Figure 1. Local utilization.
16 x 11 tiles, from white (low) to dark blue (high), 0 to 100% covered.
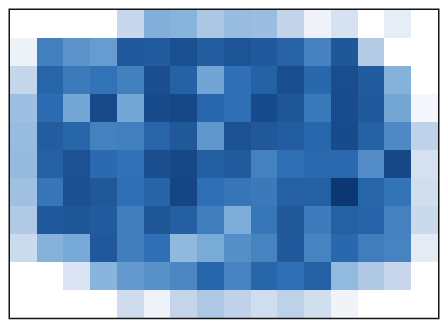
Figure 2. Metal 1.
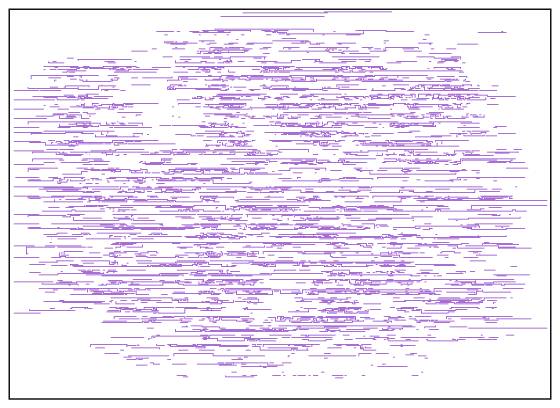
Figure 3. M2 wires.
Cells faint in the background.
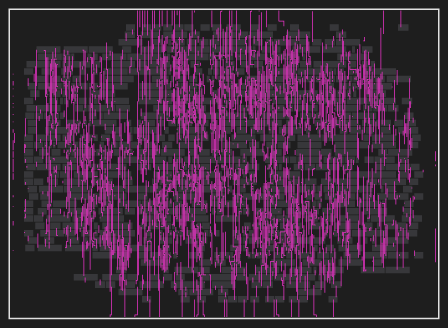
Figure 4. Placed standard cells.
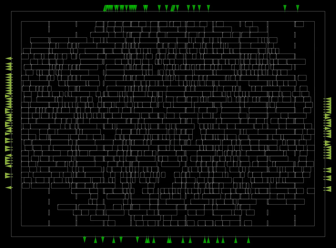
Figure 5. Register map, names as in the netlist.
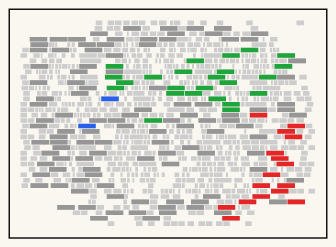
==> src/rtl/prog_delay_sweep_ctrl.sv <==
// Steps delay_value from cfg_start toward cfg_stop in cfg_step increments.
// Each point is held for cfg_dwell cycles. A new value is applied only while the delay path is idle.
module prog_delay_sweep_ctrl #(
    parameter int DW     = 16,
    parameter int DWELLW = 24
) (
    input  logic              clk_100mhz,
    input  logic              rst_n_sync,
    input  logic [DW-1:0]     cfg_start,
    input  logic [DW-1:0]     cfg_stop,
    input  logic [DW-1:0]     cfg_step,
    input  logic [DWELLW-1:0] cfg_dwell,
    input  logic              cfg_loop,
    input  logic              go,
    input  logic              abort,
    input  logic              path_idle,
    output logic [DW-1:0]     delay_value,
    output logic              delay_update,
    output logic              busy,
    output logic              done,
    output logic [DW-1:0]     point_count
);

    typedef enum logic [1:0] {IDLE, WAIT_IDLE, DWELL, STEP} state_t;

    state_t            state, state_nxt;
    logic [DW-1:0]     sh_start, sh_stop, sh_step, target;
    logic [DWELLW-1:0] sh_dwell, dwell_cnt;
    logic              sh_loop;

    logic [DW-1:0]     sh_start_nxt, sh_stop_nxt, sh_step_nxt, target_nxt;
    logic [DWELLW-1:0] sh_dwell_nxt, dwell_cnt_nxt;
    logic              sh_loop_nxt;
    logic [DW-1:0]     delay_value_nxt, point_count_nxt;
    logic              delay_update_nxt, busy_nxt, done_nxt;

    // Extra carry bit catches a step that would wrap past the top of the range.
    logic [DW:0]       nxt_sum;
    logic              is_last;
    logic [DWELLW-1:0] dwell_load;

    assign nxt_sum    = {1'b0, target} + {1'b0, sh_step};
    assign is_last    = (sh_step == '0) || nxt_sum[DW] || (nxt_sum[DW-1:0] > sh_stop);
    assign dwell_load = (sh_dwell == '0) ? '0 : sh_dwell - DWELLW'(1);

    always_ff @(posedge clk_100mhz or negedge rst_n_sync) begin
        if (!rst_n_sync) begin
            state        <= IDLE;
            sh_start     <= '0;
            sh_stop      <= '0;
            sh_step      <= '0;
            sh_dwell     <= '0;
            sh_loop      <= 1'b0;
            target       <= '0;
            dwell_cnt    <= '0;
            delay_value  <= '0;
            delay_update <= 1'b0;
            busy         <= 1'b0;
            done         <= 1'b0;
            point_count  <= '0;
        end else begin
            state        <= state_nxt;
            sh_start     <= sh_start_nxt;
            sh_stop      <= sh_stop_nxt;
            sh_step      <= sh_step_nxt;
            sh_dwell     <= sh_dwell_nxt;
            sh_loop      <= sh_loop_nxt;
            target       <= target_nxt;
            dwell_cnt    <= dwell_cnt_nxt;
            delay_value  <= delay_value_nxt;
            delay_update <= delay_update_nxt;
            busy         <= busy_nxt;
            done         <= done_nxt;
            point_count  <= point_count_nxt;
        end
    end

    always_comb begin
        state_nxt        = state;
        sh_start_nxt     = sh_start;
        sh_stop_nxt      = sh_stop;
        sh_step_nxt      = sh_step;
        sh_dwell_nxt     = sh_dwell;
        sh_loop_nxt      = sh_loop;
        target_nxt       = target;
        dwell_cnt_nxt    = dwell_cnt;
        delay_value_nxt  = delay_value;
        delay_update_nxt = 1'b0;
        busy_nxt         = busy;
        done_nxt         = done;
        point_count_nxt  = point_count;

        if (state != IDLE && abort) begin
            state_nxt = IDLE;
            busy_nxt  = 1'b0;
        end else begin
            case (state)
                IDLE: begin
                    if (go && !abort) begin
                        sh_start_nxt    = cfg_start;
                        sh_stop_nxt     = cfg_stop;
                        sh_step_nxt     = cfg_step;
                        sh_dwell_nxt    = cfg_dwell;
                        sh_loop_nxt     = cfg_loop;
                        target_nxt      = cfg_start;
                        point_count_nxt = '0;
                        done_nxt        = 1'b0;
                        busy_nxt        = 1'b1;
                        state_nxt       = WAIT_IDLE;
                    end
                end
                WAIT_IDLE: begin
                    if (path_idle) begin
                        delay_value_nxt  = target;
                        delay_update_nxt = 1'b1;
                        point_count_nxt  = point_count + DW'(1);
                        dwell_cnt_nxt    = dwell_load;
                        state_nxt        = DWELL;
                    end
                end
                DWELL: begin
                    if (dwell_cnt == '0) state_nxt = STEP;
                    else                 dwell_cnt_nxt = dwell_cnt - DWELLW'(1);
                end
                STEP: begin
                    if (!is_last) begin
                        target_nxt = nxt_sum[DW-1:0];
                        state_nxt  = WAIT_IDLE;
                    end else if (sh_loop) begin
                        target_nxt = sh_start;
                        state_nxt  = WAIT_IDLE;
                    end else begin
                        busy_nxt  = 1'b0;
                        done_nxt  = 1'b1;
                        state_nxt = IDLE;
                    end
                end
                default: state_nxt = IDLE;
            endcase
        end
    end

endmodule
==> config.mk <==
export PLATFORM = sky130hd
export DESIGN_NAME = prog_delay_sweep_ctrl
export DESIGN_NICKNAME = d
export VERILOG_FILES = /design/src/rtl/prog_delay_sweep_ctrl.sv
export SDC_FILE = /design/constraint.sdc
export NUM_CORES = 1
export LEC_CHECK = 0
export ABC_CLOCK_PERIOD_IN_PS = 10320
export CAP_MARGIN = 20
export CORE_ASPECT_RATIO = 0.7
export CORE_MARGIN = 5
export CORE_UTILIZATION = 55
export CTS_CLUSTER_DIAMETER = 100
export DETAILED_ROUTE_END_ITERATION = 16
export PLACE_DENSITY = 0.88
export SETUP_SLACK_MARGIN = 0.1
export SYNTH_ARGS = -nofsm -noshare
export SYNTH_HDL_FRONTEND = slang
export SYNTH_SLANG_ARGS = --single-unit
==> constraint.sdc <==
create_clock -name clk_100mhz -period 10.32 [get_ports clk_100mhz]
set_clock_uncertainty 0.05 [all_clocks]
set_input_delay 1.548 -clock clk_100mhz [delete_from_list [all_inputs] [get_ports clk_100mhz]]
set_output_delay 1.548 -clock clk_100mhz [all_outputs]
set_load 0.03 [all_outputs]
==> deck_impl_summary.md <==
Flow Results at a Glance

Critical path
  – Critical R2R Capture: target[2]
  – Setup crit end kind: register
  – Critical path's slowest cell: o21bai_1
  – Worst path depth: 17
  – Max incr delay on CP: 790 ps
  – FF-to-FF path depth: 17
  – Crit path DRT: 10560 ps
  – CP Launch Point: target[2]
  – CP Cell Sequence: ha_1 -> o21ai_0 -> o21bai_1 -> a21oi_1 -> o31a_1 -> o21ai_0 -> o41ai_1 -> xnor2_1 -> ha_1 -> nand4_1 -> or3_1 -> a21oi_1 -> nor4b_1 -> o21bai_1 -> nor2_1 -> mux2i_1 -> o211ai_1

Power and ir drop
  – Top power group: combinational logic
  – Sw power: 1.77 mW
  – Clock power share: 16.3%
  – Power density cells: 375 nW/um2
  – Comb power frac: 54.8%
  – Clk. pwr: 0.636 mW
  – Maximum vdd ir drop: 192 uV
  – Pwr Total: 3.90 mW
  – Comb pwr: 2.14 mW
  – Leak: 4.39 nW
  – Reg power frac: 28.9%

Synth
  – Post-synth regs: 150
  – Post-synth ARST share: 100%
  – Synth cell count leaders: dfrtp_1 (150), mux2_2 (100), nor2_1 (66)
  – Mux frac, synth: 14.0%
  – Area leader, netlist: dfrtp_1
  – Dominant register cell: dfrtp_1
  – Post-synth EDFFs: 0
  – Syn avg cell area: 10.3 um2
  – Post-Syn Area: 8490 um2
  – AND/OR/NAND/NOR Cells, Area Fraction: 14.5%
  – Cell Type Count: 71
  – Leading post-synthesis cells by cell area: dfrtp_1 (44%), mux2_2 (13%), ha_1 (5.8%)
  – Gate Count Post-Synth: 827
  – Synth Seq Share: 44.2%
  – Most frequent cell after synthesis: dfrtp_1
  – Top logic family: simple AND/OR/NAND/NOR gates
  – Yosys Instances: 827
  – Area share, top type: 44.2%

Placement
  – Gp weighted congestion: 0.968
  – Dpl hpwl: 15900 um
  – Dpl cells: 1113

Final timing
  – RSZ-0062 raised after global routing: false
  – Final WS setup: 5070 ps
  – Rel. slew slack: 25.5%
  – WHS: 454 ps

GRT
  – Largest net degree at the start of global routing: 93
  – Initial antenna violation count: 0
  – Grt total ovfl: 0
  – M1 GR Usage: 39.8%
  – Met3 global-route usage: 6.75%
  – Vias in the first global route: 6966

Clock network
  – H-tree levels: 4
  – Clock transition at path regs: 60 ps
  – Clk_lat worst skew: 420 ps
  – Clock Tree Root: clkbuf_16
  – Clock Path Buffers: 2
  – CTS resizes: 0
  – TritonCTS Sinks: 150

Cells and area
  – Area grow syn2layout: 22.4%
  – Non-clk invs: 39
  – CLK BUF: 22
  – Biggest Area Class: multi-input combinational cells
  – Final cell count without fillers: 1147
  – # nets final: 1052
  – Fillers: 1131
  – Multi-input combinational area share: 43.0%
  – Buffers excl. clock: 117
  – Cell area after layout: 10400 um2

Min path
  – Hold Path Origin: sh_stop[9]
  – Hold Path Class: register to register
  – Worst Hold Depth: 1
  – Hold Path Sink: sh_stop[9]

Run
  – Max-cap check violation count: 0
  – Tool Warnings: 29

Detailed routing
  – Max Used Layer: met4
  – Met3 wire length: 1990 um
  – Routed len/inst: 19.6 um
  – Routed Antenna Nets: 0
  – Via/cell ratio: 6.19
  – DR pass1 iterations: 6
  – DR iter-0 viols: 741
  – Residual DRC count: 0

Floorplanning
  – Die ar.: 18100 um2
  – Width of the die: 158 um
  – Boundary Pins: 113
  – Die Y: 114 um

Status
  – Result of the run: finished clean
-- Figure 1 (at the start) --
mean over tiles = 56%
nearly empty tiles = 11%
densest ninth of the die = centre
tiles over 75% full = 39%
fullest tile = 97%
Starting Density: 55.4%
fin util: 67.9%
Placeable Area: 15300 um2

-- Figure 2 (at the start) --
longest straight run = 48.3 um
main direction = horizontal
nets with wire on the layer = 975
wire length on this layer = 10700 um

-- Figure 3 (at the start) --
longest straight run = 50.0 um
wire length on this layer = 9450 um
nets with wire on the layer = 930
share of all routed wire = 42%
routing usage on met2: 35.3%
via count: 7105
drt total wl: 22500 um

-- Figure 4 (at the start) --
Cell Rows: 38
Tap Cells: 200
flop share of the area: 36.1%
Seq Cell Count: 150

-- Figure 5 (at the start) --
blue -> state  # flops 2
green -> dwell_cnt  # flops 24
red -> sh_stop  # flops 16
not coloured = 108
register area: 3750 um2
Power Sequential: 1.13 mW

No activity file was given, so power comes from the tool's default toggle rates.
